route_heat.png
The bar under the picture is 20 um long. 21 x 21 tiles, from dark blue (low) to red (high), scaled to the fullest tile. Values are wire area over tile area, all layers added.
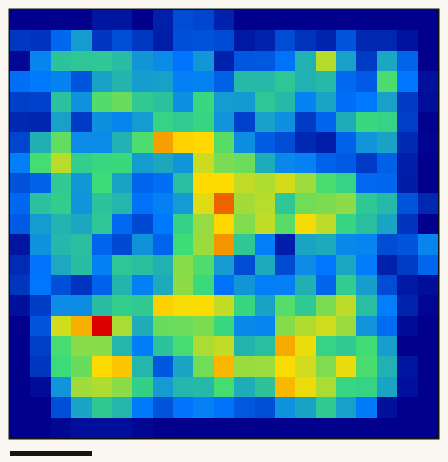
class_map.png
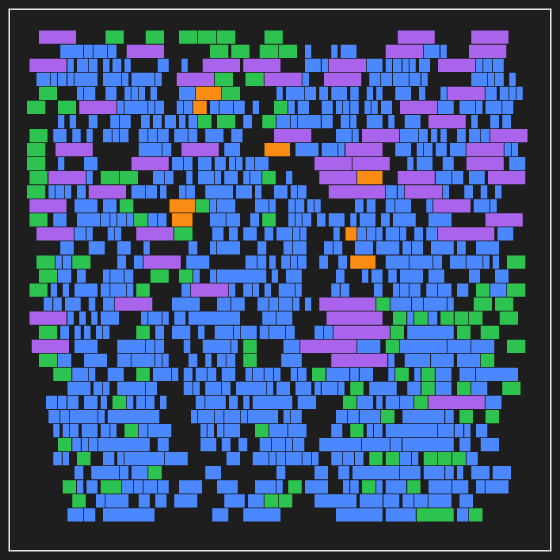
congestion_map.png
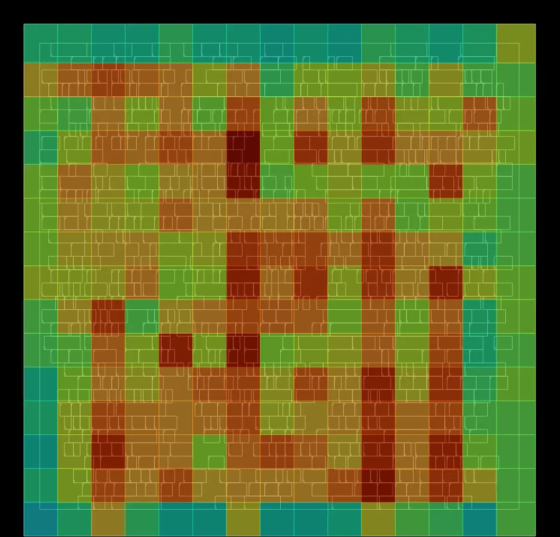
sizing.png
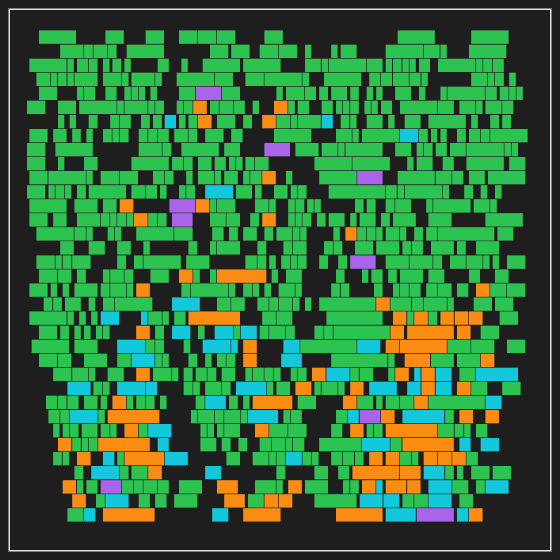
util_map.png
The bar under the picture is 20 um long. 10 x 10 tiles, from dark blue (low) to red (high), 0 to 100% covered.
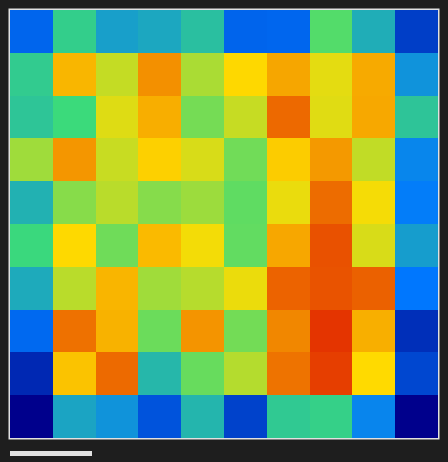
<file path="config.mk">
export PLATFORM = sky130hd
export DESIGN_NAME = rtc_bcd_core
export DESIGN_NICKNAME = d
export VERILOG_FILES = /design/src/rtl/rtc_bcd_pkg.sv /design/src/rtl/rtc_bcd_field.sv /design/src/rtl/rtc_bcd_core.sv
export SDC_FILE = /design/constraint.sdc
export NUM_CORES = 1
export LEC_CHECK = 0
export CAP_MARGIN = 20
export CORE_MARGIN = 3
export CORE_UTILIZATION = 54
export CTS_CLUSTER_DIAMETER = 150
export DETAILED_ROUTE_END_ITERATION = 10
export PLACE_DENSITY_LB_ADDON = 0.12
export SYNTH_ARGS = -nofsm -noshare
export SYNTH_HDL_FRONTEND = slang
export SYNTH_SLANG_ARGS = --single-unit
</file>
<file path="constraint.sdc">
create_clock -name i_clk -period 4.5 [get_ports i_clk]
set_input_delay 0.9 -clock i_clk [delete_from_list [all_inputs] [get_ports i_clk]]
set_output_delay 0.9 -clock i_clk [all_outputs]
set_load 0.01 [all_outputs]
</file>
<file path="src/rtl/rtc_bcd_pkg.sv">
// Shared constants and BCD helpers for the real-time-clock core.
package rtc_bcd_pkg;

  // Write target selectors carried on i_sel.
  localparam logic [1:0] SEL_SS = 2'd0;
  localparam logic [1:0] SEL_MM = 2'd1;
  localparam logic [1:0] SEL_HH = 2'd2;
  localparam logic [1:0] SEL_PM = 2'd3;

  // BCD field limits.
  localparam logic [7:0] BCD_59 = 8'h59;
  localparam logic [7:0] BCD_23 = 8'h23;
  localparam logic [7:0] BCD_12 = 8'h12;

  // True when both nibbles are legal decimal digits.
  function automatic logic bcd_digits_ok(input logic [7:0] v);
    return (v[7:4] <= 4'd9) && (v[3:0] <= 4'd9);
  endfunction

  // Increment a two-digit BCD value; wrap handling is left to the caller.
  function automatic logic [7:0] bcd_inc(input logic [7:0] v);
    logic [7:0] r;
    if (v[3:0] >= 4'd9) r = {v[7:4] + 4'd1, 4'd0};
    else                r = {v[7:4], v[3:0] + 4'd1};
    return r;
  endfunction

  // Two-digit BCD to binary (0..99).
  function automatic logic [6:0] bcd_to_bin(input logic [7:0] v);
    return 7'(v[7:4]) * 7'd10 + 7'(v[3:0]);
  endfunction

  // Binary (0..99) to two-digit BCD.
  function automatic logic [7:0] bin_to_bcd(input logic [6:0] b);
    return {4'(b / 7'd10), 4'(b % 7'd10)};
  endfunction

  // Hour shift between 12h PM and 24h afternoon representations.
  function automatic logic [7:0] bcd_add12(input logic [7:0] v);
    return bin_to_bcd(bcd_to_bin(v) + 7'd12);
  endfunction

  function automatic logic [7:0] bcd_sub12(input logic [7:0] v);
    return bin_to_bcd(bcd_to_bin(v) - 7'd12);
  endfunction

endpackage

</file>
<file path="src/rtl/rtc_bcd_field.sv">
// Two-digit BCD counter 00..MAX with parallel load and a carry-out
// that fires on the advance that wraps MAX back to 00.
module rtc_bcd_field
  import rtc_bcd_pkg::*;
#(
  parameter logic [7:0] MAX = BCD_59
) (
  input  logic       i_clk,
  input  logic       i_reset,
  input  logic       i_inc,
  input  logic       i_load,
  input  logic [7:0] i_load_val,
  output logic [7:0] o_val,
  output logic       o_carry
);

  assign o_carry = i_inc && (o_val == MAX);

  // Load has priority over advance; the core never asserts both together.
  always_ff @(posedge i_clk) begin
    if (i_reset)      o_val <= 8'h00;
    else if (i_load)  o_val <= i_load_val;
    else if (i_inc)   o_val <= o_carry ? 8'h00 : bcd_inc(o_val);
  end

endmodule

</file>
<file path="src/rtl/rtc_bcd_core.sv">
// BCD real-time clock: prescaler, ss/mm/hh fields, 12h/24h conversion and
// a validated field write port.
//
// Write port: i_wr is a single-cycle strobe with no back-pressure. A write
// is accepted (i_sel/i_in sampled) on the edge where i_wr=1; a rejected
// write leaves all state untouched and pulses o_wr_err on the next cycle.
module rtc_bcd_core
  import rtc_bcd_pkg::*;
#(
  parameter int CLK_DIV = 1,
  parameter int PRESC_W = 24
) (
  input  logic       i_clk,
  input  logic       i_reset,
  input  logic       i_ena,
  input  logic       i_mode_24h,
  input  logic       i_wr,
  input  logic [1:0] i_sel,
  input  logic [7:0] i_in,
  output logic [7:0] o_ss,
  output logic [7:0] o_mm,
  output logic [7:0] o_hh,
  output logic       o_pm,
  output logic       o_tick,
  output logic       o_day_wrap,
  output logic       o_wr_err
);

  logic [PRESC_W-1:0] presc;
  logic               r_mode;
  logic               mode_chg;
  logic               presc_last;
  logic               tick_int;
  logic               wr_valid;
  logic               wr_ok;
  logic               wr_rej;
  logic               ss_carry;
  logic               mm_carry;

  // A mode change owns the cycle; writes and counting wait behind it.
  assign mode_chg   = (i_mode_24h != r_mode);
  assign presc_last = (presc == PRESC_W'(CLK_DIV - 1));
  assign tick_int   = i_ena && presc_last && !mode_chg && !i_wr;
  assign wr_ok      = i_wr && !mode_chg && wr_valid;
  assign wr_rej     = i_wr && (mode_chg || !wr_valid);

  // Field-specific legality of the write data against the current mode.
  always_comb begin
    wr_valid = 1'b0;
    case (i_sel)
      SEL_SS, SEL_MM: wr_valid = bcd_digits_ok(i_in) && (i_in <= BCD_59);
      SEL_HH: begin
        if (r_mode) wr_valid = bcd_digits_ok(i_in) && (i_in <= BCD_23);
        else        wr_valid = bcd_digits_ok(i_in) && (i_in != 8'h00) && (i_in <= BCD_12);
      end
      SEL_PM:  wr_valid = !r_mode;
      default: wr_valid = 1'b0;
    endcase
  end

  // Prescaler: holds across conversions and writes, cleared by a seconds write.
  always_ff @(posedge i_clk) begin
    if (i_reset) begin
      presc <= '0;
    end else if (mode_chg) begin
      presc <= presc;
    end else if (i_wr) begin
      if (wr_ok && (i_sel == SEL_SS)) presc <= '0;
    end else if (i_ena) begin
      presc <= presc_last ? '0 : presc + PRESC_W'(1);
    end
  end

  rtc_bcd_field #(.MAX(BCD_59)) u_ss (
    .i_clk      (i_clk),
    .i_reset    (i_reset),
    .i_inc      (tick_int),
    .i_load     (wr_ok && (i_sel == SEL_SS)),
    .i_load_val (i_in),
    .o_val      (o_ss),
    .o_carry    (ss_carry)
  );

  rtc_bcd_field #(.MAX(BCD_59)) u_mm (
    .i_clk      (i_clk),
    .i_reset    (i_reset),
    .i_inc      (ss_carry),
    .i_load     (wr_ok && (i_sel == SEL_MM)),
    .i_load_val (i_in),
    .o_val      (o_mm),
    .o_carry    (mm_carry)
  );

  // Hours, PM flag, mode register and the single-cycle status pulses.
  always_ff @(posedge i_clk) begin
    if (i_reset) begin
      r_mode     <= i_mode_24h;
      o_hh       <= i_mode_24h ? 8'h00 : BCD_12;
      o_pm       <= 1'b0;
      o_tick     <= 1'b0;
      o_day_wrap <= 1'b0;
      o_wr_err   <= 1'b0;
    end else begin
      r_mode     <= i_mode_24h;
      o_tick     <= tick_int;
      o_wr_err   <= wr_rej;
      o_day_wrap <= 1'b0;
      if (mode_chg) begin
        if (i_mode_24h) begin
          // 12h -> 24h: the PM flag already equals (hh >= 12) afterwards.
          if (o_hh == BCD_12) o_hh <= o_pm ? BCD_12 : 8'h00;
          else if (o_pm)      o_hh <= bcd_add12(o_hh);
        end else begin
          // 24h -> 12h
          o_pm <= (o_hh >= BCD_12);
          if (o_hh == 8'h00)       o_hh <= BCD_12;
          else if (o_hh > BCD_12)  o_hh <= bcd_sub12(o_hh);
        end
      end else if (wr_ok) begin
        if (i_sel == SEL_HH) begin
          o_hh <= i_in;
          if (r_mode) o_pm <= (i_in >= BCD_12);
        end else if (i_sel == SEL_PM) begin
          o_pm <= i_in[0];
        end
      end else if (mm_carry) begin
        if (r_mode) begin
          if (o_hh == BCD_23) begin
            o_hh       <= 8'h00;
            o_pm       <= 1'b0;
            o_day_wrap <= 1'b1;
          end else begin
            o_hh <= bcd_inc(o_hh);
            o_pm <= (bcd_inc(o_hh) >= BCD_12);
          end
        end else begin
          if (o_hh == BCD_12) begin
            o_hh <= 8'h01;
          end else if (o_hh == 8'h11) begin
            o_hh       <= BCD_12;
            o_pm       <= !o_pm;
            o_day_wrap <= o_pm;
          end else begin
            o_hh <= bcd_inc(o_hh);
          end
        end
      end
    end
  end

endmodule

</file>
==> results.cfg <==
; flow metrics
[clock_network]
cts_tree = yes
cts_buffer_depth = 2
cts_buffers = 5
htreeDepth = 2
clk_pin_slew_ns = 0.11

[route]
first_iter_violations = 455
post_drt_via_cell_ratio = 6.40
dr_wl_met3_mm = 1.47
wl_met2_mm = 6.96
drc = 0
dr.pass1.iters = 5
highest_layer = met4

[synthesis]
ys_sh_mux_pct = 0.954
syn_area_sq_um = 5250
edf_count = 8
fp_nets = 747
yosys-stat-area_sq_um = 5250
ys_types = 90
ys_cells = 693
syn_inst = 693
top_cell_area_share_pct = 17.2
ys_top_cells_by_count = nor2_1 (83), nand2_1 (66), dfxtp_1 (45)
ys.warnings.count = 0

[critical_path]
cpMaxStageDelayCell = fa_2
end_kind = register
path_buffers = 4
path_class = reg2reg
r2r-end = o_hh[1]
startpoint = o_hh[4]
critPathMaxFanout = 5
path_cells = ha_2 > inv_2 > fa_2 > xor2_4 > buf_12 > ha_4 > or3_4 > o32ai_4 > or3_4 > buf_6 > a211oi_2 > o31a_1 > o32ai_4 > ha_2 > inv_2 > a311oi_2 > nor3_2 > o311ai_1 > a21oi_1

[global_route]
grt_pass1_vias = 5253
grt_antenna_before_repair = 0
gr-usage-met1_pct = 40.4
grt_use_met3_pct = 6.24

[worst_hold_path]
holdPathStages = 2
whs_endpoint = presc[20]
hold_class = reg2reg

[cells_and_area]
clock_buffers = 5
register_area_sq_um = 1140
final_nets = 822
num_antenna_cells = 0
nonClockBufferCount = 100
comb_cells = 574
synthToLayoutAreaGrowth_pct = 23.9
seq_cells = 53
largest_cell_class = combinational gates
drive_gt1_share_pct = 18.6
final_cell_mix = nor2_1 (83), nand2_1 (64), buf_4 (56), dfxtp_1 (45), clkdlybuf4s50_1 (42)
clkCellAreaFrac_pct = 1.44

[timing]
worst_pin_slew_ns = 0.998
setup_ws_ns = -0.0305
setup_viol = 1
slew_viol_final = 0
period_minus_slack_ns = 4.53
max_freq_mhz = 221

[floorplanning]
ioPinCount = 43
fp_util_pct = 56.2

[run_status]
violations = negative setup slack
status = complete, but fails checks

[place]
gp_congestion = 0.959
dp_hpwl_mm = 11.6
Back to the opening pictures, route_heat.png:
fullest tile: 0.76
densest ninth of the die: centre
tiles over half the peak: 20%
final WL: 15.8 mm
routed vias: 5746
Routed wire per std cell: 17.6 um
Total GRT Usage: 27.7%

Back to the opening pictures, class_map.png:
| class | colour | cells | share of their area |
|---|---|---|---|
| remaining buffers and delay cells | green | 100 | 14% |
| clock drivers and dummy loads | orange | 8 | 1.5% |
| remaining logic cells | blue | 608 | 67% |
| registers | purple | 53 | 18% |
final instance area: 6500 sq um
Rows: 35
sequential cell area share: 17.6%
core area: 9330 sq um

Back to the opening pictures, congestion_map.png:
Util after Layout: 69.6%
met2 usage: 41.9%
Most Crowded Layer GR: met2

Back to the opening pictures, sizing.png:
| size | colour | cells |
|---|---|---|
| x6 and larger | purple | 9 |
| x3 and x4 | orange | 78 |
| x1 and smaller | green | 626 |
| x2 | cyan | 56 |

Back to the opening pictures, util_map.png:
tiles over 75% full: 32%
nearly empty tiles: 2.0%
mean over tiles: 58%

==> metrics by stage <==
step	instance area, sq um	instances
3_3_place_gp	6030	868
5_1_grt	6500	898
6_report	6500	898
2_1_floorplan	5350	693
3_5_place_dp	6030	868
4_1_cts	6150	878
==> sequential cells by signal, summed over array words and instances, names as in the netlist <==
name,cells
presc,24
o_hh,8
u_mm.o_val,8
u_ss.o_val,8
o_day_wrap,1
o_pm,1
o_tick,1
o_wr_err,1
r_mode,1
==> what timing repair did <==
action | in CTS | in global routing
pin swaps | 2 | 29
resized | 2 | 39
hold buffers | 0 | 0
setup buffers | 2 | 20
setup endpoints to repair | 2 | 5
hold endpoints to repair | 0 | 0
